Fig. 1: run 1, signal wires by layer
Two of the layers only.
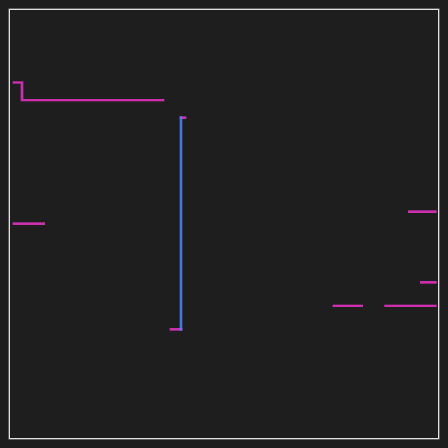
Fig. 2: run 1, sizing map
Bar = 10 um.
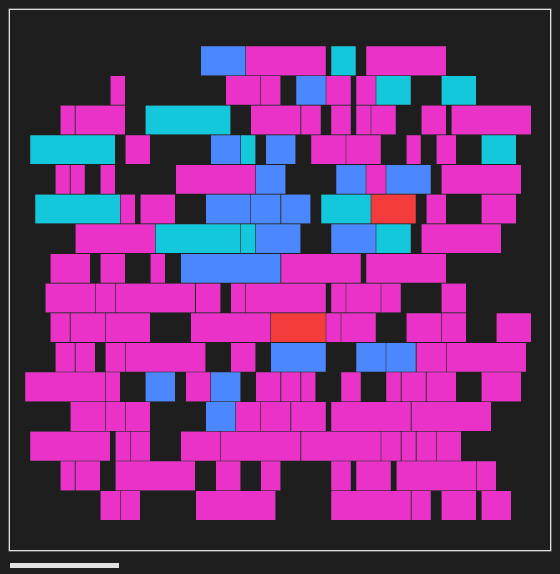
Fig. 3: run 1, signal wires on met2
Cells faint in the background.
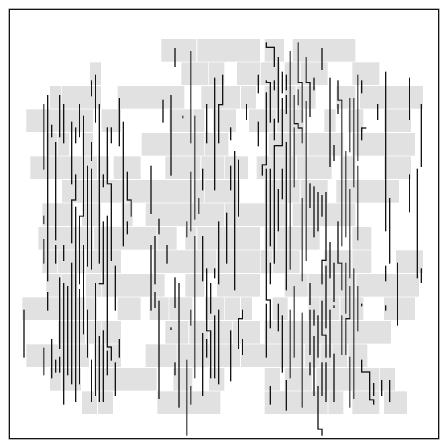
**src/rtl/updown_push_ctrl.sv**
```systemverilog
// Button front-end for the up/down counter: sync, debounce, arbitrate, strobe.
// Optional hold-to-repeat is built only when UPDOWN_AUTO_REPEAT_EN is defined.
module updown_push_ctrl #(
    parameter int DEBOUNCE_CYCLES = 4,
    parameter int REPEAT_DELAY    = 8,
    parameter int REPEAT_RATE     = 4
) (
    input  logic clk,
    input  logic rst,
    input  logic push1,
    input  logic push2,
    output logic cmd_up,
    output logic cmd_dn,
    output logic lock
);

    localparam logic [2:0] IDLE    = 3'd0;
    localparam logic [2:0] HOLD_UP = 3'd1;
    localparam logic [2:0] HOLD_DN = 3'd2;
    localparam logic [2:0] LOCK    = 3'd5;
`ifdef UPDOWN_AUTO_REPEAT_EN
    localparam logic [2:0] RPT_UP  = 3'd3;
    localparam logic [2:0] RPT_DN  = 3'd4;
    localparam logic [7:0] DELAY_LAST = 8'(REPEAT_DELAY - 1);
    localparam logic [7:0] RATE_LAST  = 8'(REPEAT_RATE - 1);
`endif
    localparam logic [7:0] DB_LIMIT = 8'(DEBOUNCE_CYCLES);

    if (DEBOUNCE_CYCLES < 1 || DEBOUNCE_CYCLES > 255) begin : g_bad_debounce
        $error("DEBOUNCE_CYCLES out of range 1..255");
    end
    if (REPEAT_DELAY < 2 || REPEAT_DELAY > 255) begin : g_bad_delay
        $error("REPEAT_DELAY out of range 2..255");
    end
    if (REPEAT_RATE < 1 || REPEAT_RATE > 255) begin : g_bad_rate
        $error("REPEAT_RATE out of range 1..255");
    end

    logic [1:0] sync1_q, sync1_d, sync2_q, sync2_d;
    logic [7:0] db1_cnt_q, db1_cnt_d, db2_cnt_q, db2_cnt_d;
    logic       d1_q, d1_d, d2_q, d2_d;
    logic [2:0] state_q, state_d;
    logic [7:0] hold_cnt_q, hold_cnt_d;
    logic       cmd_up_q, cmd_up_d, cmd_dn_q, cmd_dn_d, lock_q, lock_d;

    always_comb begin
        sync1_d = {sync1_q[0], push1};
        sync2_d = {sync2_q[0], push2};

        // The debounced level flips on the cycle after the counter has
        // recorded DEBOUNCE_CYCLES consecutive disagreeing samples.
        d1_d      = d1_q;
        db1_cnt_d = 8'd0;
        if (sync1_q[1] != d1_q) begin
            if (db1_cnt_q == DB_LIMIT) d1_d = ~d1_q;
            else                       db1_cnt_d = db1_cnt_q + 8'd1;
        end

        d2_d      = d2_q;
        db2_cnt_d = 8'd0;
        if (sync2_q[1] != d2_q) begin
            if (db2_cnt_q == DB_LIMIT) d2_d = ~d2_q;
            else                       db2_cnt_d = db2_cnt_q + 8'd1;
        end
    end

    always_comb begin
        state_d    = state_q;
        cmd_up_d   = 1'b0;
        cmd_dn_d   = 1'b0;
        hold_cnt_d = (hold_cnt_q == 8'hff) ? hold_cnt_q : hold_cnt_q + 8'd1;

        // IDLE is only ever entered with both levels low, so a high level here is a rise.
        case (state_q)
            IDLE: begin
                if (d1_q && d2_q) begin
                    state_d = LOCK;
                end else if (d1_q) begin
                    state_d  = HOLD_UP;
                    cmd_up_d = 1'b1;
                end else if (d2_q) begin
                    state_d  = HOLD_DN;
                    cmd_dn_d = 1'b1;
                end
            end
            HOLD_UP: begin
                if (d2_q) state_d = LOCK;
                else if (!d1_q) state_d = IDLE;
`ifdef UPDOWN_AUTO_REPEAT_EN
                else if (hold_cnt_q == DELAY_LAST) begin
                    state_d  = RPT_UP;
                    cmd_up_d = 1'b1;
                end
`endif
            end
            HOLD_DN: begin
                if (d1_q) state_d = LOCK;
                else if (!d2_q) state_d = IDLE;
`ifdef UPDOWN_AUTO_REPEAT_EN
                else if (hold_cnt_q == DELAY_LAST) begin
                    state_d  = RPT_DN;
                    cmd_dn_d = 1'b1;
                end
`endif
            end
`ifdef UPDOWN_AUTO_REPEAT_EN
            RPT_UP: begin
                if (d2_q) state_d = LOCK;
                else if (!d1_q) state_d = IDLE;
                else if (hold_cnt_q == RATE_LAST) begin
                    cmd_up_d   = 1'b1;
                    hold_cnt_d = 8'd0;
                end
            end
            RPT_DN: begin
                if (d1_q) state_d = LOCK;
                else if (!d2_q) state_d = IDLE;
                else if (hold_cnt_q == RATE_LAST) begin
                    cmd_dn_d   = 1'b1;
                    hold_cnt_d = 8'd0;
                end
            end
`endif
            LOCK: begin
                if (!d1_q && !d2_q) state_d = IDLE;
            end
            default: state_d = IDLE;
        endcase

        if (state_d != state_q) hold_cnt_d = 8'd0;
        lock_d = (state_d == LOCK);
    end

    always_ff @(posedge clk) begin
        if (rst) begin
            sync1_q    <= 2'b00;
            sync2_q    <= 2'b00;
            db1_cnt_q  <= 8'd0;
            db2_cnt_q  <= 8'd0;
            d1_q       <= 1'b0;
            d2_q       <= 1'b0;
            state_q    <= IDLE;
            hold_cnt_q <= 8'd0;
            cmd_up_q   <= 1'b0;
            cmd_dn_q   <= 1'b0;
            lock_q     <= 1'b0;
        end else begin
            sync1_q    <= sync1_d;
            sync2_q    <= sync2_d;
            db1_cnt_q  <= db1_cnt_d;
            db2_cnt_q  <= db2_cnt_d;
            d1_q       <= d1_d;
            d2_q       <= d2_d;
            state_q    <= state_d;
            hold_cnt_q <= hold_cnt_d;
            cmd_up_q   <= cmd_up_d;
            cmd_dn_q   <= cmd_dn_d;
            lock_q     <= lock_d;
        end
    end

    assign cmd_up = cmd_up_q;
    assign cmd_dn = cmd_dn_q;
    assign lock   = lock_q;

endmodule

```
**config.mk**
```make
export PLATFORM = sky130hd
export DESIGN_NAME = updown_push_ctrl
export DESIGN_NICKNAME = d
export VERILOG_FILES = /design/src/rtl/updown_push_ctrl.sv
export SDC_FILE = /design/constraint.sdc
export NUM_CORES = 1
export LEC_CHECK = 0
export ABC_CLOCK_PERIOD_IN_PS = 1400
export CORE_UTILIZATION = 50
export DETAILED_ROUTE_END_ITERATION = 8
export PLACE_DENSITY = 0.72
export SYNTH_ARGS = -nofsm -noshare
export SYNTH_HDL_FRONTEND = slang
export SYNTH_SLANG_ARGS = --single-unit
```
**constraint.sdc**
```tcl
create_clock -name clk -period 1.4 [get_ports clk]
set_input_delay 0.28 -clock clk [delete_from_list [all_inputs] [get_ports clk]]
set_output_delay 0.28 -clock clk [all_outputs]
set_load 0.02 [all_outputs]
```
==> run summary, run 1 <==
fresh numbers from the pnr run: core footprint=between 2000 and 2500 um^2, slowest cell on the critical path=or4b_4, outcome=finished with violations, vias in the first global route=around 960, R2R depth=5, maximum buffer depth of the clock tree=2, Arrival @ worst endpoint=roughly 1.8 ns, Final period util=109%, first-pass GRT wire length=just over 4 mm, Syn Nets=131, Cell area leaders=dfxtp_1 50%, or3_1 5.5%, a21oi_1 4.9%, grt ovf=0, CTS clock-pin slew for the worst setup and hold paths=0.15 ns, Commonest flop=dfxtp_1, initial antenna violation count=0, antenna-violating nets left=0, # diodes=0, GR Util met2=approximately 40%, clk tree area frac=2.59%, Finished Layout Cells=roughly 170, Max Slew Vio Count=0, DRT iter0 DRCs=7, final setup fails=9, H-tree levels=1, # fillers=174, Clock Power Share=a little under a third, area reported by Yosys stat=between 1000 and 1500 um^2, CP endpoint kind=flop, combinational fraction of design power=approximately 3.7%, stage-log warning count=31, logic area=between 500 and 600 um^2, total wire length=2.23 mm, CTS tree=yes, pre-CTS setup slack=-0.0920 ns, CP max FO=3, total die area=between 2000 and 2500 um^2, hold-fix buffers at CTS=0, Logic inverters=11, Slew headroom=between 80 and 90%, Wirelength per Cell=13.2 um, Die X=~50 um, violated checks=negative setup slack, GRT busiest layer=met2, fp util=a little under three fifths, layout cells sized above 1=a little under a quarter, Worst setup SP type=flop, Yosys warning count=0, Pre-antenna DRT Iters=4, dominant class by area=combinational gates, Top cell excl fill/tap=dfxtp_1, GR Util met3=around 2.8%, Seq area share=between 40% and 50%, # IOs=7, RR Startpoint=db2_cnt_q[0]$_SDFF_PP0_, multi-input gates=between 80 and 90, combinational share of cell area=42.1%, non-clk buf share=9.64%, clock skew=0.00691 ns, area post-placement=~1300 um^2, CP max stage delay=between 0.4 and 0.5 ns, Net Sw Power=~260 uW, Pwr per Cell Area=892 nW/um^2, syn_area_per_cell=between 9 and 10 um^2, Synth flops=28, synth cell count leaders=28 x dfxtp_1, 11 x a21oi_1, 11 x inv_1, 11 x nor2_1, 11 x o21ai_0, clock-net power=396 uW, count leader, synth=dfxtp_1, ys async rst share=0%, CP required=roughly 1.7 ns, worst hold slack=~0.46 ns, max_cap viols=0, Peak VDD IR=roughly 0.72 mV, mapped cell area=between 1000 and 1500 um^2, Mapped Cells=123, Worst Hold Launch=db1_cnt_q[0]$_SDFF_PP0_, Logic power comb=46.2 uW, internal reg-to-reg setup slack=-0.13 ns, GRT Util Overall=roughly a fifth, post-route DRC violation count=0, n_taps=27, final hold viol count=0, unrepaired setup endpoints after global routing=true, dpl cells=between 150 and 200, Int Power=~990 uW, P_leak=a little over 0.0005 uW, number of buffers added on ports=6, Endpoint, Worst Hold=db1_cnt_q[0]$_SDFF_PP0_, die y size=49.5 um, top-area cell type share of the netlist area=between 40 and 50%, sequential fraction of design power=64.6%, placement row count=16, Synth area leader=dfxtp_1, CP cell instances=inv_2, ha_4, or4b_4, or3_4, a21oi_2, Min-Delay Path Class=reg -> reg, CTS Buf Count=3, hold path depth=1, post-layout min period=between 1.5 and 2 ns, Final Worst Setup Slack=-0.126 ns, FFs & Latches=28, clock sink total=28, final design utilization=68.6%, Peak Freq=roughly 0.66 GHz, Flop+latch power=just over 800 uW, CP bufs+invs=1, Via Count=around 910, cell family with most CP delay=simple AND/OR/NAND/NOR gates, distinct lib cells=22, clock buf count=4, Seq share, synth=slightly below 50%, # Cells Yosys=around 120, placed wire-length estimate=roughly 1.7 mm, most numerous logic cells after layout=24 x dfxtp_1, 11 x o21ai_0, 9 x inv_1, 9 x or3_1, 9 x buf_4, Flop area=566 um^2, Placer Congestion=between 0.8 and 0.9, Late-Pin Clk Latency=0.33 ns, setup TNS=-0.784 ns, total power draw=1250 uW, Worst-Margin Slew=~0.28 ns, Nets=151, largest net degree at the start of global routing=16, Via density=between 5 and 6, Crit Path Category=reg -> reg, Sw Share=a little over a fifth, Root Buffer=clkbuf_4, Top Consumer=registers, EDFF count, synth=0, met1 global-route usage=between 20% and 30%, Worst R2R End=d2_q$_SDFFE_PP0P_
Notes on Fig. 1 above:
metal 4: shown in blue, wire length 24.5 um. metal 3: shown in magenta, wire length 37.7 um.

Notes on Fig. 2 above:
_2 cells: shown in cyan, cells 12, share 8.5%. _0 and _1 cells: shown in magenta, cells 109, share 77%. _6 and larger: shown in red, cells 2, share 1.4%. _3 and _4 cells: shown in blue, cells 19, share 13%.
bufs w/o clock: 16
Final Worst Setup Slack: -0.126 ns
synth-to-layout area growth: 24.0%
Design Area, Final: 1400 um^2

Notes on Fig. 3 above:
The layer holds 54% of the routed length. The longest straight run is 25.2 um. The layer carries 1210 um of wire. The wires run mostly vertical. 134 nets have wire on it.

## run 1: kinds of logic after synthesis
logic type,count (synthesis),synth area share (%)
buf+inv,12,3.99
xor+xnor,8,6.20
flops,28,49.6
fa+ha+maj,4,4.43
simple gates,47,24.3
compound gates,24,11.5
## run 1: flip-flops by register name, summed over array words and instances, names as in the netlist
signal,count
cmd_dn,1
cmd_up,1
d1_q,1
d2_q,1
db1_cnt_q,8
db2_cnt_q,8
lock,1
state_q,3
sync1_q,2
sync2_q,2
## run 1: how the worst max path moves through the flow
stage          slack [ns]                 to  cells after the start                     from
6_report            -0.13  d2_q$_SDFFE_PP0P_                      5  db2_cnt_q[0]$_SDFF_PP0_
3_3_place_gp        -0.05  d2_q$_SDFFE_PP0P_                      5  db2_cnt_q[0]$_SDFF_PP0_
4_1_cts             -0.11  d2_q$_SDFFE_PP0P_                      5  db2_cnt_q[0]$_SDFF_PP0_
5_1_grt             -0.20  d2_q$_SDFFE_PP0P_                      5  db2_cnt_q[0]$_SDFF_PP0_
2_1_floorplan       -0.07  d2_q$_SDFFE_PP0P_                      5  db2_cnt_q[0]$_SDFF_PP0_
3_5_place_dp        -0.09  d2_q$_SDFFE_PP0P_                      5  db2_cnt_q[1]$_SDFF_PP0_
## run 1: layer usage
metal	share of wire [%]	wire, um	vias to the layer above
li1	-	-	459
met1	43	957	440
met2	54	1210	9
met3	1.7	37	2
met4	1.1	24	0
met5	0	0	-
## run 1: timing repair
action                     4_1_cts  5_1_grt
buffers inserted                 0        0
cloned                           0        0
pin swaps                        4        0
setup endpoints to repair       12       17
resized                         16        9
## Run 2: what changed since run 1
==> config.mk (replaced) <==
export PLATFORM = sky130hd
export DESIGN_NAME = updown_push_ctrl
export DESIGN_NICKNAME = d
export VERILOG_FILES = /design/src/rtl/updown_push_ctrl.sv
export SDC_FILE = /design/constraint.sdc
export NUM_CORES = 1
export LEC_CHECK = 0
export ABC_CLOCK_PERIOD_IN_PS = 1500
export CORE_UTILIZATION = 56
export DETAILED_ROUTE_END_ITERATION = 8
export GPL_TIMING_DRIVEN = 0
export PLACE_DENSITY = 0.76
export SYNTH_ARGS = -nofsm -noshare
export SYNTH_HDL_FRONTEND = slang
export SYNTH_SLANG_ARGS = --single-unit
==> constraint.sdc (replaced) <==
create_clock -name clk -period 1.5 [get_ports clk]
set_input_delay 0.3 -clock clk [delete_from_list [all_inputs] [get_ports clk]]
set_output_delay 0.3 -clock clk [all_outputs]
set_load 0.02 [all_outputs]
==> run 2 against run 1 <==
The flow still finishes with violations (negative setup slack). Non-clock buffer count fell by 6. Combinational power fell by 25%. Synthesized cell count did not move. Total power fell by 13%. Clock-buffer cell count fell by 1. Largest power group unchanged. Highest routed layer unchanged.
==> run summary, run 2 <==
fresh numbers from the pnr run: Final period util=103%, vias in the first global route=717, violated checks=negative setup slack, CTS clock-pin slew for the worst setup and hold paths=between 0.1 and 0.15 ns, R2R depth=5, worst hold slack=~0.45 ns, total die area=about 2200 um^2, area reported by Yosys stat=~1100 um^2, post-layout min period=around 1.6 ns, H-tree levels=1, Endpoint, Worst Hold=sync1_q[1]$_SDFF_PP0_, Root Buffer=clkbuf_4, Clock Power Share=roughly 28%, Via Count=862, distinct lib cells=22, placed wire-length estimate=between 1 and 1.5 mm, Die X=between 40 and 50 um, Yosys warning count=0, placement row count=15, EDFF count, synth=0, Largest regs=db1_cnt_q: 8 flops, db2_cnt_q: 8 flops, state_q: 3 flops, GRT Util Overall=between 15 and 20%, sequential fraction of design power=69.3%, clock sink total=28, top-area cell type share of the netlist area=between 40 and 50%, Synth area leader=dfxtp_1, Nets=145, CP max FO=3, total wire length=about 1.8 mm, count leader, synth=dfxtp_1, mapped cell area=around 1100 um^2, first-pass GRT wire length=around 2.8 mm, Pre-antenna DRT Iters=4, Min-Delay Path Class=reg -> reg, outcome=finished with violations, synth cell count leaders=28 x dfxtp_1, 11 x a21oi_1, 11 x inv_1, 11 x nor2_1, 11 x o21ai_0, Wirelength per Cell=approximately 11 um, Cell area leaders=dfxtp_1 50%, or3_1 5.5%, a21oi_1 4.9%, Worst Setup SP=db2_cnt_q[0]$_SDFF_PP0_, CTS Buf Count=3, Final Worst Setup Slack=-0.0515 ns, Slew headroom=between 70 and 80%, core footprint=approximately 1800 um^2, # IOs=7, post-route DRC violation count=0, Int Power=about 860 uW, initial antenna violation count=0, # Cells Yosys=around 120, internal reg-to-reg setup slack=-0.05 ns, maximum buffer depth of the clock tree=2, Late-Pin Clk Latency=around 0.32 ns, final setup fails=1, Arrival @ worst endpoint=roughly 1.8 ns, Worst R2R End=d2_q$_SDFFE_PP0P_, Top cell excl fill/tap=dfxtp_1, Worst Hold Launch=sync1_q[0]$_SDFF_PP0_, Pwr per Cell Area=approximately 840 nW/um^2, unrepaired setup endpoints after global routing=true, synth-to-layout area growth=14.2%, Peak Freq=about 0.64 GHz, number of buffers added on ports=6, grt ovf=0, most numerous logic cells after layout=26 x dfxtp_1, 11 x o21ai_0, 11 x nor2_1, Net Sw Power=roughly 230 uW, Sw Share=20.7%, Syn Nets=around 130, total power draw=about 1100 uW, # diodes=0, die y size=46.9 um, largest net degree at the start of global routing=15, fp util=between 60 and 70%, stage-log warning count=30, DRT iter0 DRCs=10
run 2: layout make-up:
| cell class | instances | area (um^2) |
|---|---|---|
| Inverter | 11 | 41.3 |
| Timing Repair Buffer | 9 | 78.8 |
| Multi-Input combinational cell | 83 | 549 |
| Fill cell | 143 | 512 |
| Buffer | 1 | 3.75 |
| Tap cell | 25 | 31.3 |
| Clock buffer | 3 | 22.5 |
| Sequential cell | 28 | 563 |
run 2: logic make-up (layout without fill, tap and decap cells):
logic type | Yosys count | in the layout | share of synthesized area, %
flops | 28 | 28 | 49.6
xor+xnor | 8 | 8 | 6.20
simple gates | 47 | 47 | 24.3
fa+ha+maj | 4 | 4 | 4.43
compound gates | 24 | 24 | 11.5
buf+inv | 12 | 24 | 3.99
run 2: routing by layer:
metal / vias to the layer above / track usage (%) / routed length (um)
li1: 445 / - / -
met1: 406 / 19.7 / 849
met2: 9 / 32.5 / 857
met3: 2 / 3.46 / 49
met4: 0 / 6.86 / 15
met5: - / 0 / 0
run 2: power groups by stage:
stage	logic [uW]	registers, uW	clock network, uW
after floorplan	18.0	770	0
after global placement	28.7	771	0
after detailed placement	29.5	771	0
after CTS	34.4	754	301
after global routing	38.5	755	322
final	34.8	754	299
run 2: critical path: stages (launching register included):
cell     delay (ns)
dfxtp_2        0.35
inv_2          0.04
ha_1           0.12
or4b_4         0.49
or3_4          0.39
a21oi_2        0.11
run 2: through the flow:
stage	setup slack, ns	TNS, ns	instance area [um^2]
2_1_floorplan	0.0139	0	1130
3_3_place_gp	-0.285	-3.07	1220
3_5_place_dp	-0.292	-3.38	1220
4_1_cts	-0.0429	-0.0429	1270
5_1_grt	-0.0894	-0.274	1290
6_report	-0.0515	-0.0515	1290
run 2: what timing repair did:
item,in CTS,in global routing
setup endpoints to repair,16,9
gates resized,6,6
pin swaps,1,4
setup buffers,3,0
Fig. 4: run 2, signal wires on met2
Cells faint in the background.
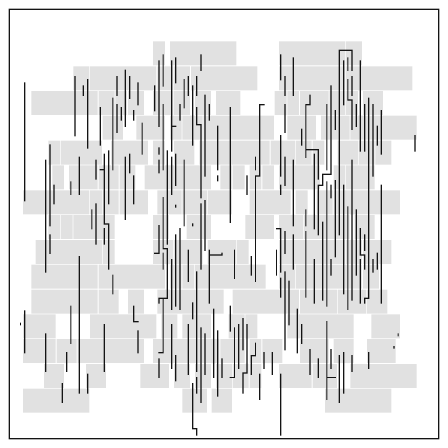
The layer carries 857 um of wire. The longest straight run is 21.9 um. 122 nets have wire on it. The wires run mostly vertical. The layer holds 48% of the routed length.

Fig. 5: run 2, signal wires by layer
Two of the layers only.
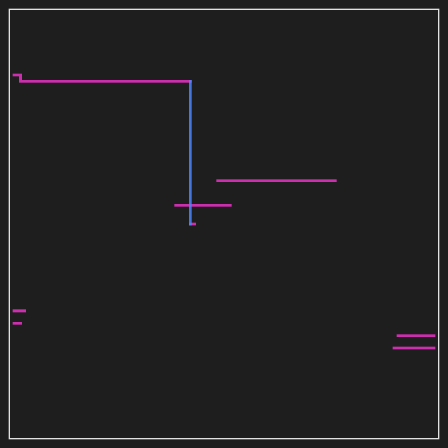
metal 4: shown in blue, wire length 15.6 um. metal 3: shown in magenta, wire length 49.2 um.

Fig. 6: run 2, sizing map
Bar = 10 um.
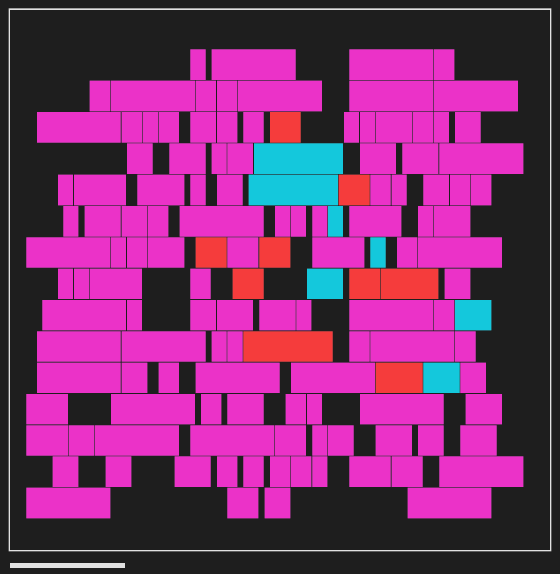
_3 and _4 cells: shown in red, cells 9, share 6.7%. _0 and _1 cells: shown in magenta, cells 119, share 88%. _2 cells: shown in cyan, cells 7, share 5.2%.

Power figures rest on the tool's default switching activity, not on a simulated workload.
